File: config.mk
export PLATFORM = sky130hd
export DESIGN_NAME = matrix_tile_sampler_flat
export DESIGN_NICKNAME = d
export VERILOG_FILES = /design/src/rtl/matrix_pkg.sv /design/src/rtl/matrix_tile_sampler_if.sv /design/src/rtl/bresenham_stepper.sv /design/src/rtl/matrix_tile_sampler.sv /design/src/flat_wrapper.sv
export SDC_FILE = /design/constraint.sdc
export NUM_CORES = 1
export LEC_CHECK = 0
export ABC_AREA = 1
export CORE_ASPECT_RATIO = 2
export CORE_MARGIN = 3
export CORE_UTILIZATION = 55
export CTS_BUF_LIST = sky130_fd_sc_hd__clkbuf_8
export DETAILED_ROUTE_END_ITERATION = 8
export PLACE_DENSITY_LB_ADDON = 0.2
export SETUP_SLACK_MARGIN = 0.1
export SYNTH_ARGS = -nofsm -noshare
export SYNTH_HDL_FRONTEND = slang
export SYNTH_SLANG_ARGS = --single-unit
File: constraint.sdc
create_clock -name I_rgb_clk -period 4 [get_ports I_rgb_clk]
set_input_delay 0.4 -clock I_rgb_clk [delete_from_list [all_inputs] [get_ports I_rgb_clk]]
set_output_delay 0.4 -clock I_rgb_clk [all_outputs]
set_load 0.01 [all_outputs]
File: src/rtl/matrix_pkg.sv
// Shared types for the LED-matrix tile sampler: default grid size, pixel and
// sample records, and the sampler FSM encoding.
package matrix_pkg;

  localparam int COLS_DEF = 16;
  localparam int ROWS_DEF = 8;

  typedef struct packed {
    logic [7:0] r;
    logic [7:0] g;
    logic [7:0] b;
  } rgb888_t;

  typedef struct packed {
    logic [$clog2(COLS_DEF)-1:0] x;
    logic [$clog2(ROWS_DEF)-1:0] y;
    rgb888_t                     rgb;
  } tile_sample_t;

  typedef enum logic [1:0] {
    S_IDLE   = 2'd0,
    S_ARMED  = 2'd1,
    S_ACTIVE = 2'd2,
    S_DONE   = 2'd3
  } sampler_state_t;

endpackage

File: src/rtl/matrix_tile_sampler_if.sv
// Pixel stream / geometry in, tile samples out. The master side is the
// upstream sync manager plus the downstream consumer; the slave is the sampler.
interface matrix_tile_sampler_if #(
  parameter int COLS = 16,
  parameter int ROWS = 8,
  parameter int WB   = 11,
  parameter int HB   = 11
);
  logic                    I_rgb_de;
  logic [7:0]              I_rgb_r;
  logic [7:0]              I_rgb_g;
  logic [7:0]              I_rgb_b;
  logic [WB-1:0]           I_image_width;
  logic [HB-1:0]           I_image_height;
  logic                    I_width_valid;
  logic                    I_height_valid;
  logic                    I_new_row;
  logic                    I_new_frame;
  logic                    O_sample_valid;
  logic [$clog2(COLS)-1:0] O_sample_x;
  logic [$clog2(ROWS)-1:0] O_sample_y;
  logic [23:0]             O_sample_rgb;
  logic                    O_frame_done;
  logic                    O_geom_error;

  modport master (
    output I_rgb_de, I_rgb_r, I_rgb_g, I_rgb_b, I_image_width, I_image_height,
           I_width_valid, I_height_valid, I_new_row, I_new_frame,
    input  O_sample_valid, O_sample_x, O_sample_y, O_sample_rgb, O_frame_done,
           O_geom_error
  );

  modport slave (
    input  I_rgb_de, I_rgb_r, I_rgb_g, I_rgb_b, I_image_width, I_image_height,
           I_width_valid, I_height_valid, I_new_row, I_new_frame,
    output O_sample_valid, O_sample_x, O_sample_y, O_sample_rgb, O_frame_done,
           O_geom_error
  );
endinterface

File: src/rtl/bresenham_stepper.sv
// Division-free decimator: fires `hit` on roughly one advance in total/STEP,
// starting half a period in so each hit lands mid-tile.
module bresenham_stepper #(
  parameter int STEP  = 16,
  parameter int ACC_W = 12
) (
  input  logic             clk,
  input  logic             rst,
  input  logic             init,
  input  logic [ACC_W-1:0] total,
  input  logic             advance,
  output logic             hit
);
  logic [ACC_W-1:0] acc_r;
  logic [ACC_W-1:0] base_s;
  logic [ACC_W-1:0] sum_s;

  // An init in the same cycle as an advance steps from the fresh offset.
  always_comb begin
    base_s = init ? (total >> 1) : acc_r;
    sum_s  = base_s + ACC_W'(STEP);
    hit    = advance && (sum_s >= total);
  end

  // Accumulator update.
  always_ff @(posedge clk or posedge rst) begin
    if (rst) begin
      acc_r <= '0;
    end else if (hit) begin
      acc_r <= sum_s - total;
    end else if (advance) begin
      acc_r <= sum_s;
    end else if (init) begin
      acc_r <= base_s;
    end
  end
endmodule

File: src/rtl/matrix_tile_sampler.sv
// Picks one centred pixel per LED tile from the DVI stream and emits it with
// its tile coordinates, one cycle after the pixel was seen.
module matrix_tile_sampler
  import matrix_pkg::*;
#(
  parameter int COLS       = COLS_DEF,
  parameter int ROWS       = ROWS_DEF,
  parameter int MAX_WIDTH  = 1920,
  parameter int MAX_HEIGHT = 1080
) (
  input logic                  I_rgb_clk,
  input logic                  I_rst,
  matrix_tile_sampler_if.slave bus
);
  localparam int WB = $clog2(MAX_WIDTH);
  localparam int HB = $clog2(MAX_HEIGHT);
  localparam int AW = ((WB > HB) ? WB : HB) + 1;
  localparam int XW = $clog2(COLS);
  localparam int YW = $clog2(ROWS);

  sampler_state_t state_r;
  logic [WB-1:0]  wl_r;
  logic [HB-1:0]  hl_r;
  logic           de_d_r;
  logic           sel_line_r;
  logic [YW-1:0]  cur_y_r;
  logic [YW:0]    rows_taken_r;
  logic [XW:0]    cols_taken_r;
  logic           done_pend_r;
  logic           valid_r;
  logic [XW-1:0]  x_r;
  logic [YW-1:0]  y_r;
  rgb888_t        rgb_r;
  logic           frame_done_r;
  logic           geom_err_r;

  logic           geom_ok_s, too_small_s, live_s, de_rise_s, line_start_s;
  logic           line_sel_s, h_init_s, h_adv_s, take_s, last_s;
  logic           v_hit_s, h_hit_s;
  logic [YW-1:0]  line_y_s;
  logic [XW:0]    x_cnt_s;
  logic [AW-1:0]  v_total_s, h_total_s;

  // Line/pixel selection; a line start decides its own first pixel in-cycle.
  always_comb begin
    geom_ok_s    = bus.I_width_valid && bus.I_height_valid;
    too_small_s  = (bus.I_image_width < WB'(COLS)) || (bus.I_image_height < HB'(ROWS));
    live_s       = ((state_r == S_ARMED) || (state_r == S_ACTIVE)) && !bus.I_new_frame;
    de_rise_s    = bus.I_rgb_de && !de_d_r;
    line_start_s = live_s && de_rise_s;
    v_total_s    = bus.I_new_frame ? AW'(bus.I_image_height) : AW'(hl_r);
    h_total_s    = bus.I_new_frame ? AW'(bus.I_image_width) : AW'(wl_r);
    line_sel_s   = line_start_s ? (v_hit_s && (rows_taken_r < (YW+1)'(ROWS))) : sel_line_r;
    line_y_s     = line_start_s ? rows_taken_r[YW-1:0] : cur_y_r;
    h_init_s     = bus.I_new_row || de_rise_s || bus.I_new_frame;
    x_cnt_s      = h_init_s ? '0 : cols_taken_r;
    h_adv_s      = live_s && bus.I_rgb_de && line_sel_s;
    take_s       = h_hit_s && (x_cnt_s < (XW+1)'(COLS));
    last_s       = take_s && (x_cnt_s == (XW+1)'(COLS - 1)) && (line_y_s == YW'(ROWS - 1));
  end

  bresenham_stepper #(.STEP(ROWS), .ACC_W(AW)) u_v_step (
    .clk(I_rgb_clk), .rst(I_rst), .init(bus.I_new_frame), .total(v_total_s),
    .advance(line_start_s), .hit(v_hit_s)
  );

  bresenham_stepper #(.STEP(COLS), .ACC_W(AW)) u_h_step (
    .clk(I_rgb_clk), .rst(I_rst), .init(h_init_s), .total(h_total_s),
    .advance(h_adv_s), .hit(h_hit_s)
  );

  // Frame FSM, tile indices and registered sample outputs.
  always_ff @(posedge I_rgb_clk or posedge I_rst) begin
    if (I_rst) begin
      state_r      <= S_IDLE;
      wl_r         <= '0;
      hl_r         <= '0;
      de_d_r       <= 1'b0;
      sel_line_r   <= 1'b0;
      cur_y_r      <= '0;
      rows_taken_r <= '0;
      cols_taken_r <= '0;
      done_pend_r  <= 1'b0;
      valid_r      <= 1'b0;
      x_r          <= '0;
      y_r          <= '0;
      rgb_r        <= '0;
      frame_done_r <= 1'b0;
      geom_err_r   <= 1'b0;
    end else begin
      de_d_r       <= bus.I_rgb_de;
      valid_r      <= 1'b0;
      frame_done_r <= done_pend_r;
      done_pend_r  <= 1'b0;
      if (bus.I_new_frame) begin
        geom_err_r   <= geom_ok_s && too_small_s;
        sel_line_r   <= 1'b0;
        cur_y_r      <= '0;
        rows_taken_r <= '0;
        cols_taken_r <= '0;
        if (geom_ok_s && !too_small_s) begin
          wl_r    <= bus.I_image_width;
          hl_r    <= bus.I_image_height;
          state_r <= S_ARMED;
        end else begin
          state_r <= S_IDLE;
        end
      end else begin
        if (h_init_s) begin
          cols_taken_r <= '0;
        end
        if (line_start_s) begin
          state_r    <= S_ACTIVE;
          sel_line_r <= line_sel_s;
          if (line_sel_s) begin
            cur_y_r      <= line_y_s;
            rows_taken_r <= rows_taken_r + (YW+1)'(1);
          end
        end
        if (take_s) begin
          valid_r      <= 1'b1;
          x_r          <= x_cnt_s[XW-1:0];
          y_r          <= line_y_s;
          rgb_r        <= '{r: bus.I_rgb_r, g: bus.I_rgb_g, b: bus.I_rgb_b};
          cols_taken_r <= x_cnt_s + (XW+1)'(1);
        end
        if (last_s) begin
          state_r     <= S_DONE;
          done_pend_r <= 1'b1;
        end
      end
    end
  end

  assign bus.O_sample_valid = valid_r;
  assign bus.O_sample_x     = x_r;
  assign bus.O_sample_y     = y_r;
  assign bus.O_sample_rgb   = rgb_r;
  assign bus.O_frame_done   = frame_done_r;
  assign bus.O_geom_error   = geom_err_r;
endmodule

File: src/flat_wrapper.sv
// flat-port wrapper written by rule: the top's interface ports become plain ports
module matrix_tile_sampler_flat import matrix_pkg::*;
#(
  parameter int COLS       = COLS_DEF,
  parameter int ROWS       = ROWS_DEF,
  parameter int MAX_WIDTH  = 1920,
  parameter int MAX_HEIGHT = 1080
)
  (I_rgb_clk, I_rst, bus_I_rgb_de, bus_I_rgb_r, bus_I_rgb_g, bus_I_rgb_b, bus_I_image_width, bus_I_image_height, bus_I_width_valid, bus_I_height_valid, bus_I_new_row, bus_I_new_frame, bus_O_sample_valid, bus_O_sample_x, bus_O_sample_y, bus_O_sample_rgb, bus_O_frame_done, bus_O_geom_error);
  matrix_tile_sampler_if #(.COLS(COLS), .ROWS(ROWS), .WB(11), .HB(11)) bus_i ();
  input logic I_rgb_clk;
  input logic I_rst;
  input wire logic [$bits(bus_i.I_rgb_de)-1:0] bus_I_rgb_de;
  input wire logic [$bits(bus_i.I_rgb_r)-1:0] bus_I_rgb_r;
  input wire logic [$bits(bus_i.I_rgb_g)-1:0] bus_I_rgb_g;
  input wire logic [$bits(bus_i.I_rgb_b)-1:0] bus_I_rgb_b;
  input wire logic [$bits(bus_i.I_image_width)-1:0] bus_I_image_width;
  input wire logic [$bits(bus_i.I_image_height)-1:0] bus_I_image_height;
  input wire logic [$bits(bus_i.I_width_valid)-1:0] bus_I_width_valid;
  input wire logic [$bits(bus_i.I_height_valid)-1:0] bus_I_height_valid;
  input wire logic [$bits(bus_i.I_new_row)-1:0] bus_I_new_row;
  input wire logic [$bits(bus_i.I_new_frame)-1:0] bus_I_new_frame;
  output wire logic [$bits(bus_i.O_sample_valid)-1:0] bus_O_sample_valid;
  output wire logic [$bits(bus_i.O_sample_x)-1:0] bus_O_sample_x;
  output wire logic [$bits(bus_i.O_sample_y)-1:0] bus_O_sample_y;
  output wire logic [$bits(bus_i.O_sample_rgb)-1:0] bus_O_sample_rgb;
  output wire logic [$bits(bus_i.O_frame_done)-1:0] bus_O_frame_done;
  output wire logic [$bits(bus_i.O_geom_error)-1:0] bus_O_geom_error;
  assign bus_i.I_rgb_de = bus_I_rgb_de;
  assign bus_i.I_rgb_r = bus_I_rgb_r;
  assign bus_i.I_rgb_g = bus_I_rgb_g;
  assign bus_i.I_rgb_b = bus_I_rgb_b;
  assign bus_i.I_image_width = bus_I_image_width;
  assign bus_i.I_image_height = bus_I_image_height;
  assign bus_i.I_width_valid = bus_I_width_valid;
  assign bus_i.I_height_valid = bus_I_height_valid;
  assign bus_i.I_new_row = bus_I_new_row;
  assign bus_i.I_new_frame = bus_I_new_frame;
  assign bus_O_sample_valid = bus_i.O_sample_valid;
  assign bus_O_sample_x = bus_i.O_sample_x;
  assign bus_O_sample_y = bus_i.O_sample_y;
  assign bus_O_sample_rgb = bus_i.O_sample_rgb;
  assign bus_O_frame_done = bus_i.O_frame_done;
  assign bus_O_geom_error = bus_i.O_geom_error;
  matrix_tile_sampler #(.COLS(COLS), .ROWS(ROWS), .MAX_WIDTH(MAX_WIDTH), .MAX_HEIGHT(MAX_HEIGHT)) u_core (.I_rgb_clk(I_rgb_clk), .I_rst(I_rst), .bus(bus_i));
endmodule
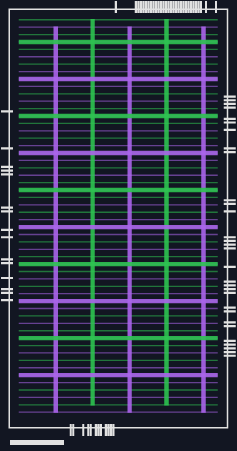
Fig. 1. Floorplan with the power grid (run 1).
Bar = 20 microns. Pins as bars on the die edge.
Key: VDD = green; VSS = purple
87 signal pins sit on the boundary. 5 straps on met4. 54 met1 rails follow the rows. The core has 53 rows. 10 straps on met5.

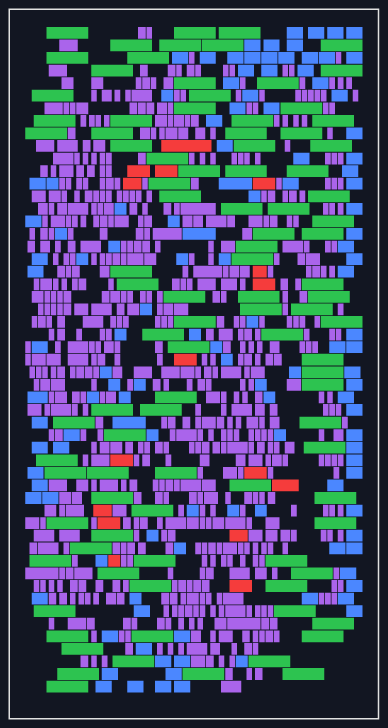
Fig. 2. Cell classes on the final placement (run 1).
Key: combinational and other logic = purple [cells 657, share of their area 47%]; clock drivers and dummy loads = red [cells 16, share of their area 3.1%]; sequential cells = green [cells 97, share of their area 34%]; remaining buffers and delay cells = blue [cells 123, share of their area 16%]

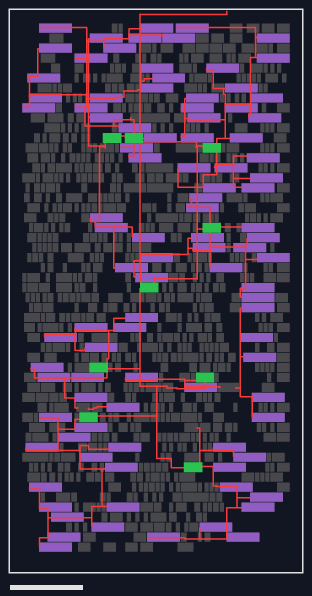
Fig. 3. Routed clock nets over the placement (run 1).
Bar = 20 microns.
Key: clock wires = red [length 1200 microns]; flip-flops = purple [count 97]; clock drivers = green [count 9]
Position of the flops: widely spread.

## run 1: kinds of logic after synthesis
kind of cell    after synthesis
buf+inv                     124
compound gates              130
xor+xnor                     26
fa+ha+maj                    29
mux                          10
flops                        97
simple gates                362
## run 1: how the worst min path moves through the flow
stage | endpoint | slack (ns) | cells after the start
global route | u_core.bus.O_frame_done | 0.39 | 0
finish | u_core.bus.O_frame_done | 0.37 | 0
global placement | u_core.bus.O_frame_done | 0.33 | 0
floorplan | u_core.bus.O_frame_done | 0.33 | 0
detailed placement | u_core.bus.O_frame_done | 0.35 | 0
CTS | u_core.bus.O_frame_done | 0.37 | 0
## run 1: repair_timing
item                                    CTS  global route
hold buffers                              0             0
setup buffers                             0             0
resized                                   0             3
endpoints found under the setup margin    0            41
==> results_slide.txt, run 1 <==
Synthesis and Place & Route Summary

Layout
  • Seq/total area: 0.329
  • Number of inserted filler cells in the final layout: 865
  • CLK BUF: 9
  • Non-clock buffer total of the final layout: 123
  • Finished layout cell area: 7370 sq um
  • Area-dominant class: multi-input combinational cells
  • Clock-cell share of area: 0.0299
  • Max FFs per register: 24
  • Fraction of area in non-clock buffers: 0.160
  • Syn-to-layout area delta: 23.7%
  • Most common logic cells in the final layout: sky130_fd_sc_hd__nand2_1, sky130_fd_sc_hd__dfrtp_1, sky130_fd_sc_hd__inv_1
  • Number of inverters outside the clock class in the layout: 100

Hold path
  • Worst hold path class: reg2reg
  • Min-delay src: u_core.done_pend_r

Worst setup path
  • Kind of cell adding the most delay to the critical path: simple AND/OR/NAND/NOR gates
  • Longest individual stage delay on the worst path: 0.54 ns
  • Maximum fanout count along the critical path: 22
  • Type of element launching the critical path: primary input
  • Element type at the critical path end: flop
  • Flop2flop setup slack: 0.59 ns
  • CP startpoint: bus_I_rgb_de
  • Crit-path slowest cell: sky130_fd_sc_hd__clkdlybuf4s50_1
  • Endpoint of the most critical register-to-register path: u_core.cols_taken_r[0]
  • Arr. time, crit path: 3.87 ns

Synth
  • Unique cell types: 43
  • Most common cell in the netlist: sky130_fd_sc_hd__nand2_1
  • Multiplexer area fraction after synthesis: 0.0189
  • Nets at Floorplan: 860
  • Main flop type after synthesis: sky130_fd_sc_hd__dfrtp_1
  • Yosys warning count: 0
  • Netlist area before placement: 5960 sq um
  • Commonest cells in the synthesized netlist: sky130_fd_sc_hd__nand2_1, sky130_fd_sc_hd__dfrtp_1, sky130_fd_sc_hd__inv_1
  • Cell area leaders: sky130_fd_sc_hd__dfrtp_1, sky130_fd_sc_hd__nand2_1, sky130_fd_sc_hd__inv_1
  • FA/HA/MAJ Cells, Area Fraction: 0.0634
  • Synth Register Bits: 97
  • Largest area contributor in the netlist: sky130_fd_sc_hd__dfrtp_1
  • Largest non-sequential cell family by area: simple AND/OR/NAND/NOR gates
  • Aoi share: 0.123
  • Share of Yosys cell area claimed by the top area cell type: 0.407

Clocking
  • H-Tree Depth: 3
  • Worst-skew pair later-pin latency: 0.39 ns

Final timing
  • Highest achievable clock rate: 281 MHz
  • Hold violation total from the final report: 0
  • Number of failing setup endpoints in the final timing report: 0
  • Final clock skew: 0.0215 ns
  • Worst slew pin tran: 0.825 ns
  • Number of pins exceeding their max-slew limit in the final report: 0
  • Min Hold Slack: 0.368 ns
  • Setup TNS after final layout: 0 ns
  • Worst slew margin relative to its limit: 0.450

Floorplan
  • Fraction of the core area occupied by cells at floorplan: 0.565
  • Area inside the core boundary: 10500 sq um
  • Num rows: 53
  • Die outline width: 79.6 microns
  • Die Ht: 153 microns

Power
  • Reported leakage power: 3.84 nW
  • Clock share of power: 0.270
  • Sequential logic power: 0.00109 W
  • Largest power group: registers
  • Reported clock group power: 0.000704 W
  • Power density normalized to cell area: 354 nW/um^2
  • Internal power: 0.00171 W
  • Power after layout: 0.00261 W

Outcome
  • Outcome: finished, final reports clean

Routing
  • Count of antenna-violating nets left after detailed routing: 0
  • Routed met3 length: 549 microns
  • Final wirelength: 15.6 mm
  • DRT met1 WL: 5.41 mm
  • Met2 WL: 8.79 mm
  • DRC violation count after routing: 0

Global routing
  • Global-route wire length before repair: 25.6 mm

Placement
  • Port bufs: 86
==> run 2, diff against run 1 <==
- CORE_UTILIZATION: 55 -> 51
- clock period: 4 -> 3 ns (I/O delays scaled with it)
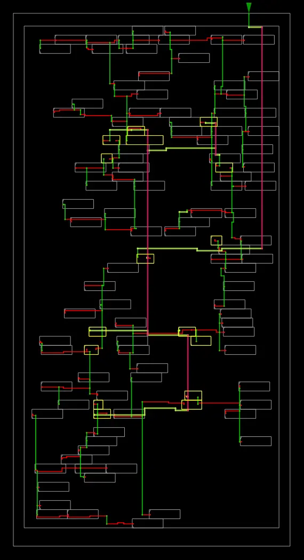
Fig. 4. Clock nets (run 2).
reported clock group power: 0.000949 W
Sinks on Clock Net: 97
worst-skew pair later-pin latency: 0.39 ns

==> run 2 against run 1 <==
The run now ends with setup timing left. Synthesized cell count did not move. Final cell count rose by 13%. Routed wire length rose by 37%. Critical path depth rose by 2. Clock power rose by 35%. Critical path type is now reg2reg. Critical endpoint is now u_core.bus.O_sample_rgb[10]. Highest routed layer unchanged.
==> results_slide.txt, run 2 <==
Synthesis and Place & Route Summary

Final timing
  • Number of failing setup endpoints in the final timing report: 52 (+52)
  • Highest achievable clock rate: 309 MHz
  • Hold violation total from the final report: 0 (unchanged)
  • Unrepaired setup endpoints after global routing: true
  • Final critical path time including I/O delays and setup: 3.23 ns
  • Number of pins exceeding their max-slew limit in the final report: 0 (unchanged)
  • Worst slew pin tran: 0.648 ns (-0.178 ns)
  • Setup TNS after final layout: -9.00 ns (-9.00 ns)
  • Worst slew margin relative to its limit: 0.564 (+0.114)
  • Final clock skew: 0.0160 ns (-0.00551 ns)
  • Tcrit/Tclk final: 1.08
  • Min Hold Slack: 0.246 ns (-0.122 ns)
  • Setup WS post-layout: -0.234 ns

Worst setup path
  • Stages on the worst setup path: 21
  • Capturing element of the worst setup path: u_core.bus.O_sample_rgb[10]
  • Flop2flop setup slack: -0.23 ns (-0.82 ns)
  • Maximum fanout count along the critical path: 7 (-68%)
  • Endpoint of the most critical register-to-register path: u_core.bus.O_sample_rgb[10]
  • Sum of buffers and inverters on the critical path: 5
  • R2R cell count: 21
  • Crit-path slowest cell: sky130_fd_sc_hd__dfrtp_1
  • Kind of cell adding the most delay to the critical path: simple AND/OR/NAND/NOR gates
  • Arr. time, crit path: 3.57 ns (-0.30 ns)
  • Element type at the critical path end: flop
  • Required time at the endpoint of the critical path: 3.34 ns
  • Longest individual stage delay on the worst path: 0.37 ns (-0.17 ns)
  • Critical-path cell list: inv_1 -> nand2_2 -> nand2_4 -> inv_4 -> nand2_1 -> nand2_4 -> buf_6 -> nand3_4 -> nor3_4 -> xor2_2 -> ha_1 -> nand2_1 -> nor2_1 -> a31o_2 -> a21oi_4 -> nand3_4 -> nand4_4 -> buf_6 -> buf_16 -> nand2_2 -> nand2_2
  • Kind of critical path: reg2reg
  • CP startpoint: u_core.de_d_r
  • Most frequent CP cell: sky130_fd_sc_hd__nand2_2
  • Type of element launching the critical path: flop
  • Beginning of the worst register-to-register path: u_core.de_d_r

Power
  • Largest vdd supply drop: 0.000374 V
  • NetSw: 0.00151 W
  • Largest power group: combinational logic
  • Power density normalized to cell area: 453 nW/um^2 (+28%)
  • Internal power: 0.00266 W (+56%)
  • Reported leakage power: 4.66 nW (+21%)
  • Clock share of power: 0.228 (-0.042)
  • Sequential logic power: 0.00146 W (+34%)
  • Combinational cell power: 0.00176 W
  • Portion of total power attributed to sequential cells: 0.349
  • Net switching share of the total power: 0.361
  • Power after layout: 0.00417 W (+60%)
  • Gate power share: 0.423

Layout
  • Area occupied by registers: 2430 sq um
  • Combinational gate count: 558
  • Max FFs per register: 24 (unchanged)
  • Syn-to-layout area delta: 54.5%
  • Antenna diode instance count: 0
  • Non-clock buffer total of the final layout: 247 (+100%)
  • Clock-cell share of area: 0.0242 (-0.00568)
  • Post-layout nets: 1095
  • Most frequent standard cell in the layout excluding fill and tap cells: sky130_fd_sc_hd__nand2_1
  • Number of inverters outside the clock class in the layout: 100 (unchanged)
  • Multi-input gate area in the final layout: 3660 sq um
  • Finished layout cell area: 9210 sq um (+25%)
  • Proportion of cell area occupied by multi-input gates: 0.398
  • Fraction of area in non-clock buffers: 0.251 (+0.0906)
  • Most common logic cells in the final layout: sky130_fd_sc_hd__nand2_1, sky130_fd_sc_hd__buf_4, sky130_fd_sc_hd__dfrtp_1
  • CLK BUF: 9 (unchanged)
  • Seq/total area: 0.264 (-0.0656)
  • Final Core Density: 0.811
  • Layout cell share with drive strength beyond 1: 0.350
  • Number of inserted filler cells in the final layout: 684 (-21%)
  • Sequential cell count: 97
  • Layout Cells excl Fill: 1160
  • Area-dominant class: multi-input combinational cells

Run
  • Max-cap violations: 0
  • OpenROAD warning count: 29

Clocking
  • H-Tree Depth: 3 (unchanged)
  • Cts-stage hold buffer count: 0 (unchanged)
  • Num CTS Buffers: 9
  • Clock transition at the registers of the reported paths: 0.11 ns
  • Clock tree from TritonCTS: built
  • Deepest clock path buffer count: 2
  • Clock Root Buffer: sky130_fd_sc_hd__clkbuf_8

Placement
  • Half-perimeter wire length after detailed placement: 13.9 mm
  • Port bufs: 86 (unchanged)
  • Placed cell areas: 7970 sq um
  • Routability congestion estimate: 0.953
  • Pre-CTS WS: -0.853 ns
  • Cell count after placement: 1109

Routing
  • Wirelength per Cell: 18.4 microns
  • DRC violation count after routing: 0 (unchanged)
  • Iteration-0 DRC Markers: 374
  • First-pass detailed-route iteration total: 5
  • Via count normalized by instance count: 5.55
  • Final wirelength: 21.3 mm (+37%)
  • Count of antenna-violating nets left after detailed routing: 0 (unchanged)
  • Routed via count: 6441

Synth
  • YS chip area: 5960 sq um
  • Main flop type after synthesis: sky130_fd_sc_hd__dfrtp_1
  • Number of standard cells after synthesis: 778
  • Share of synthesized registers carrying an async set or reset: 1.00
  • Nets at Floorplan: 860 (unchanged)
  • Cell total in the yosys stat output: 778
  • Commonest cells in the synthesized netlist: sky130_fd_sc_hd__nand2_1, sky130_fd_sc_hd__dfrtp_1, sky130_fd_sc_hd__inv_1
  • Yosys warning count: 0 (unchanged)
  • Unique cell types: 43 (unchanged)
  • Number of flops mapped to enable cells by yosys: 0
  • Cell area leaders: sky130_fd_sc_hd__dfrtp_1, sky130_fd_sc_hd__nand2_1, sky130_fd_sc_hd__inv_1
  • Sequential-to-total area share from yosys stat: 0.407
  • Average instance area after synthesis: 7.66 sq um
  • Share of Yosys cell area claimed by the top area cell type: 0.407 (unchanged)
  • Largest area contributor in the netlist: sky130_fd_sc_hd__dfrtp_1
  • Synth Register Bits: 97 (unchanged)
  • Most common cell in the netlist: sky130_fd_sc_hd__nand2_1
  • Netlist area before placement: 5960 sq um (unchanged)

Global routing
  • Global-route wire length before repair: 30.4 mm (+19%)
  • Number of global-route vias before repair: 6628
  • Antenna violations before repair: 0
  • Pin count of the biggest net entering global routing: 53
  • Global-route congestion overflow total: 0
  • Overall routing resource usage: 0.300

Floorplan
  • Num rows: 55 (+3.8%)
  • Fraction of the core area occupied by cells at floorplan: 0.525 (-0.0403)
  • Number of well-tap cells placed: 142
  • Total I/O pin count: 87
  • Area inside the core boundary: 11400 sq um (+7.7%)
  • Die Ht: 159 microns (+3.7%)
  • Die outline width: 82.4 microns (+3.6%)
  • Chip area: 13100 sq um

Hold path
  • Worst hold path class: in2reg
  • Min-delay src: bus_I_image_height[5]
  • Hold EP: u_core.hl_r[5]
  • Instance count along the most critical hold path: 2 (+2)

Outcome
  • Violations in the final reports: setup timing
  • Outcome: complete, but fails checks
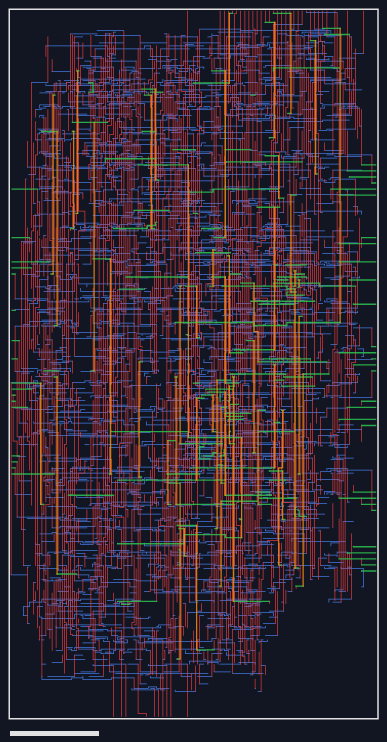
Fig. 5. Routed metal, one color a layer (run 2).
Bar = 20 microns.
Key: metal 1 = blue [wire length 6950 microns]; metal 2 = red [wire length 12000 microns]; metal 4 = orange [wire length 1420 microns]; metal 3 = green [wire length 933 microns]

[run 2: repair_timing]
item                       CTS  global route
gates cloned                 3             3
setup endpoints to repair   72            70
buffers inserted            17            13
pin swaps                   40            58
hold endpoints to repair     0             0
resized                     89           108
[run 2: cells by family after synthesis]
family	count (synthesis)	share of synthesized area
xor gates and xnor gates	26	0.0382
and+or+nand+nor	362	0.259
adders and majority gates	29	0.0634
AOI/OAI and AO/OA	130	0.123
muxes	10	0.0189
buffers and inverters	124	0.0901
DFF	97	0.407
[run 2: layer usage]
| layer | wire (microns) | up-vias | track usage |
|---|---|---|---|
| met2 | 12000 | 268 | 0.560 |
| met3 | 933 | 111 | 0.0392 |
| met4 | 1420 | 0 | 0.176 |
| met5 | 0 | - | 0 |
| li1 | - | 2950 | - |
| met1 | 6950 | 3112 | 0.294 |
==> run 3, diff against run 2 <==
- CELL_PAD_IN_SITES_DETAIL_PLACEMENT: unset -> 1
- CELL_PAD_IN_SITES_GLOBAL_PLACEMENT: unset -> 2
- CORE_UTILIZATION: 51 -> 30
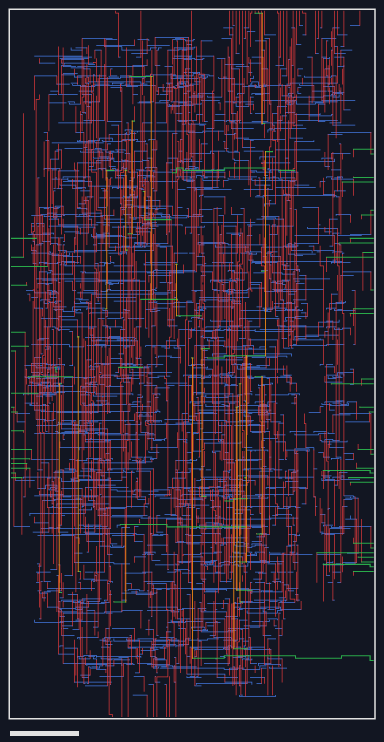
Fig. 6. Routed metal, one color a layer (run 3).
Bar = 20 microns.
Key: metal 4 = orange [wire length 821 microns]; metal 1 = blue [wire length 7340 microns]; metal 3 = green [wire length 496 microns]; metal 2 = red [wire length 13000 microns]

==> run 3 against run 2 <==
The run still ends with setup timing left. Die area increased by 66%. Synthesized area is the same. Routed wire length rose by 1.7%. Sequential share of layout area shrank 0.41 points. First-iteration DRC count is 53% lower. Maximum frequency grew 2.4%. Global-route usage down 9.9 points. Via count fell by 5.3%. Hold slack improved by 0.042 ns. Final area increased by 1.6%. Critical path type unchanged. Non-clock buffer count rose by 20.
==> results_slide.txt, run 3 <==
Synthesis and Place & Route Summary

Placement
  • Port bufs: 86 (unchanged)
  • Cell count after placement: 1250 (+13%)
  • Half-perimeter wire length after detailed placement: 16.9 mm (+22%)
  • Pre-CTS WS: -0.961 ns (-0.108 ns)
  • Routability congestion estimate: 0.890 (-6.6%)
  • Placed cell areas: 8340 sq um (+4.7%)

Worst setup path
  • Longest individual stage delay on the worst path: 0.39 ns (+0.02 ns)
  • Kind of critical path: reg2reg
  • Capturing element of the worst setup path: u_core.u_h_step.acc_r[5]
  • Endpoint of the most critical register-to-register path: u_core.u_h_step.acc_r[5]
  • Type of element launching the critical path: flop
  • Critical-path cell list: inv_1 -> nand2_2 -> nand2_4 -> buf_6 -> nand2_4 -> nand2_4 -> ha_4 -> nand3_4 -> nor3_4 -> xor2_1 -> ha_1 -> nand2_1 -> nor2_1 -> a31o_2 -> a21oi_4 -> nand3_4 -> buf_4 -> buf_6 -> nor2_4 -> buf_6 -> nand2_2 -> nand3_2
  • R2R cell count: 22 (+4.8%)
  • Element type at the critical path end: flop
  • Stages on the worst setup path: 22 (+4.8%)
  • Required time at the endpoint of the critical path: 3.33 ns (about the same)
  • Arr. time, crit path: 3.49 ns (-0.08 ns)
  • Crit-path slowest cell: sky130_fd_sc_hd__dfrtp_1
  • Sum of buffers and inverters on the critical path: 5 (unchanged)
  • CP startpoint: u_core.de_d_r
  • Flop2flop setup slack: -0.16 ns (+0.08 ns)
  • Kind of cell adding the most delay to the critical path: simple AND/OR/NAND/NOR gates
  • Beginning of the worst register-to-register path: u_core.de_d_r
  • Maximum fanout count along the critical path: 6 (-1)

Routing
  • Count of antenna-violating nets left after detailed routing: 0 (unchanged)
  • Final wirelength: 21.7 mm (+1.7%)
  • DRC violation count after routing: 0 (unchanged)
  • Iteration-0 DRC Markers: 174 (-53%)
  • Wirelength per Cell: 16.7 microns (-9.0%)
  • Routed via count: 6098 (-5.3%)
  • Via count normalized by instance count: 4.71 (-15%)
  • First-pass detailed-route iteration total: 5 (unchanged)

Layout
  • Multi-input gate area in the final layout: 3530 sq um (-3.5%)
  • Final Core Density: 0.480 (-0.330)
  • Layout Cells excl Fill: 1296 (+12%)
  • Combinational gate count: 557 (-0.18%)
  • Clock-cell share of area: 0.0245 (+0.000297)
  • Number of inserted filler cells in the final layout: 2340 (+240%)
  • Finished layout cell area: 9350 sq um (+1.6%)
  • Syn-to-layout area delta: 56.9%
  • Area-dominant class: multi-input combinational cells
  • Seq/total area: 0.260 (-0.00406)
  • Most frequent standard cell in the layout excluding fill and tap cells: sky130_fd_sc_hd__nand2_1
  • Proportion of cell area occupied by multi-input gates: 0.378 (-0.0198)
  • Most common logic cells in the final layout: sky130_fd_sc_hd__nand2_1, sky130_fd_sc_hd__buf_4, sky130_fd_sc_hd__dfrtp_1
  • Layout cell share with drive strength beyond 1: 0.328 (-0.0218)
  • Area occupied by registers: 2430 sq um (unchanged)
  • Max FFs per register: 24 (unchanged)
  • CLK BUF: 10 (+1)
  • Fraction of area in non-clock buffers: 0.261 (+0.0102)
  • Post-layout nets: 1114 (+1.7%)
  • Antenna diode instance count: 0 (unchanged)
  • Sequential cell count: 97 (unchanged)
  • Number of inverters outside the clock class in the layout: 100 (unchanged)
  • Non-clock buffer total of the final layout: 267 (+8.1%)

Clocking
  • Post-CTS setup-driven buffer insertion count: 18 (+1)
  • Num CTS Buffers: 9 (unchanged)
  • CTS-repair resized insts: 84 (-5.6%)
  • Clock tree from TritonCTS: built
  • H-Tree Depth: 3 (unchanged)
  • Worst-skew pair later-pin latency: 0.39 ns (about the same)
  • Sinks on Clock Net: 97 (unchanged)
  • Clock transition at the registers of the reported paths: 0.10 ns (about the same)
  • Deepest clock path buffer count: 2 (unchanged)
  • Cts-stage hold buffer count: 0 (unchanged)
  • Clock Root Buffer: sky130_fd_sc_hd__clkbuf_8

Floorplan
  • Total I/O pin count: 87 (unchanged)
  • Die outline width: 106 microns (+28%)
  • Chip area: 21700 sq um (+66%)
  • Fraction of the core area occupied by cells at floorplan: 0.306 (-0.218)
  • Num rows: 72 (+31%)
  • Number of well-tap cells placed: 259 (+82%)
  • Area inside the core boundary: 19500 sq um (+71%)
  • Die Ht: 205 microns (+29%)

Synth
  • Share of Yosys cell area claimed by the top area cell type: 0.407 (unchanged)
  • Synth Register Bits: 97 (unchanged)
  • Cell total in the yosys stat output: 778 (unchanged)
  • Yosys warning count: 0 (unchanged)
  • Sequential-to-total area share from yosys stat: 0.407 (unchanged)
  • Main flop type after synthesis: sky130_fd_sc_hd__dfrtp_1
  • YS chip area: 5960 sq um (unchanged)
  • Aoi share: 0.123 (unchanged)
  • Multiplexer area fraction after synthesis: 0.0189 (unchanged)
  • Average instance area after synthesis: 7.66 sq um (unchanged)
  • FA/HA/MAJ Cells, Area Fraction: 0.0634 (unchanged)
  • Number of flops mapped to enable cells by yosys: 0 (unchanged)
  • Largest area contributor in the netlist: sky130_fd_sc_hd__dfrtp_1
  • Xor-xnor portion of the synthesized cell area: 0.0382 (unchanged)
  • Cell area leaders: sky130_fd_sc_hd__dfrtp_1, sky130_fd_sc_hd__nand2_1, sky130_fd_sc_hd__inv_1
  • Most common cell in the netlist: sky130_fd_sc_hd__nand2_1
  • Commonest cells in the synthesized netlist: sky130_fd_sc_hd__nand2_1, sky130_fd_sc_hd__dfrtp_1, sky130_fd_sc_hd__inv_1
  • Synthesized-area fraction occupied by and/or/nand/nor cells: 0.259 (unchanged)
  • Largest non-sequential cell family by area: simple AND/OR/NAND/NOR gates
  • Netlist area before placement: 5960 sq um (unchanged)
  • Number of standard cells after synthesis: 778 (unchanged)
  • Share of synthesized registers carrying an async set or reset: 1.00 (unchanged)
  • Unique cell types: 43 (unchanged)

Final timing
  • Tcrit/Tclk final: 1.05 (-0.0252)
  • Final critical path time including I/O delays and setup: 3.16 ns (-0.0757 ns)
  • Highest achievable clock rate: 317 MHz (+2.4%)
  • Number of pins exceeding their max-slew limit in the final report: 0 (unchanged)
  • Hold violation total from the final report: 0 (unchanged)
  • Unrepaired setup endpoints after global routing: true
  • Final clock skew: 0.0107 ns (-0.00523 ns)
  • Number of failing setup endpoints in the final timing report: 51 (-1.9%)
  • Worst slew margin relative to its limit: 0.626 (+0.0620)
  • Worst slew pin tran: 0.561 ns (-0.0871 ns)
  • Setup WS post-layout: -0.159 ns (+0.0757 ns)
  • Min Hold Slack: 0.287 ns (+0.0417 ns)
  • Setup TNS after final layout: -5.83 ns (+3.17 ns)

Power
  • Internal power: 0.00278 W (+4.3%)
  • Power density normalized to cell area: 448 nW/um^2 (-0.97%)
  • NetSw: 0.00142 W (-6.0%)
  • Reported leakage power: 4.73 nW (+1.4%)
  • Clock share of power: 0.240 (+0.012)
  • Largest vdd supply drop: 0.000190 V (-49%)
  • Net switching share of the total power: 0.338 (-0.0236)
  • Gate power share: 0.414 (-0.009)
  • Power after layout: 0.00419 W (+0.58%)
  • Portion of total power attributed to sequential cells: 0.346 (-0.003)

Outcome
  • Violations in the final reports: setup timing
  • Outcome: complete, but fails checks

Hold path
  • Instance count along the most critical hold path: 3 (+1)
  • Worst hold path class: in2reg
  • Hold EP: u_core.hl_r[7]
  • Min-delay src: bus_I_image_height[7]

Global routing
  • Pin count of the biggest net entering global routing: 42 (-21%)
  • Overall routing resource usage: 0.201 (-0.0993)
  • Number of global-route vias before repair: 6827 (+3.0%)
  • Global-route congestion overflow total: 0 (unchanged)
  • Antenna violations before repair: 0 (unchanged)
  • Global-route wire length before repair: 34.2 mm (+12%)

Run
  • OpenROAD warning count: 29 (unchanged)
  • Max-cap violations: 0 (unchanged)
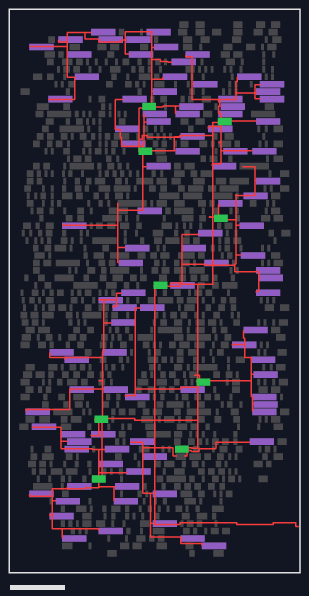
Fig. 7. Routed clock nets over the placement (run 3).
Bar = 20 microns.
Key: flip-flops = purple [count 97]; clock drivers = green [count 9]; clock wires = red [length 1470 microns]
There are 10 routed clock nets. Position of the flops: widely spread.

run 3: cell counts after synthesis:
No cell type changed its count.
run 3: power by group through the flow:
stage                     registers (W)  clock network [W]  logic, W
after CTS                       0.00145            0.00105   0.00165
after floorplan                 0.00146                  0  0.000790
after global placement          0.00147                  0   0.00148
after detailed placement        0.00148                  0   0.00152
after global routing            0.00146            0.00109   0.00192
final                           0.00145            0.00100   0.00174
run 3: routing by layer:
layer  global-route usage  share of wire  up-vias  wire length, microns
li1                     -              -     2985                     -
met1                0.189           0.34     2975                  7340
met2                0.410           0.60       98                 13000
met3               0.0229          0.023       40                   495
met4                0.108          0.038        0                   820
met5                    0              0        -                     0
Power figures rest on the tool's default switching activity, not on a simulated workload.
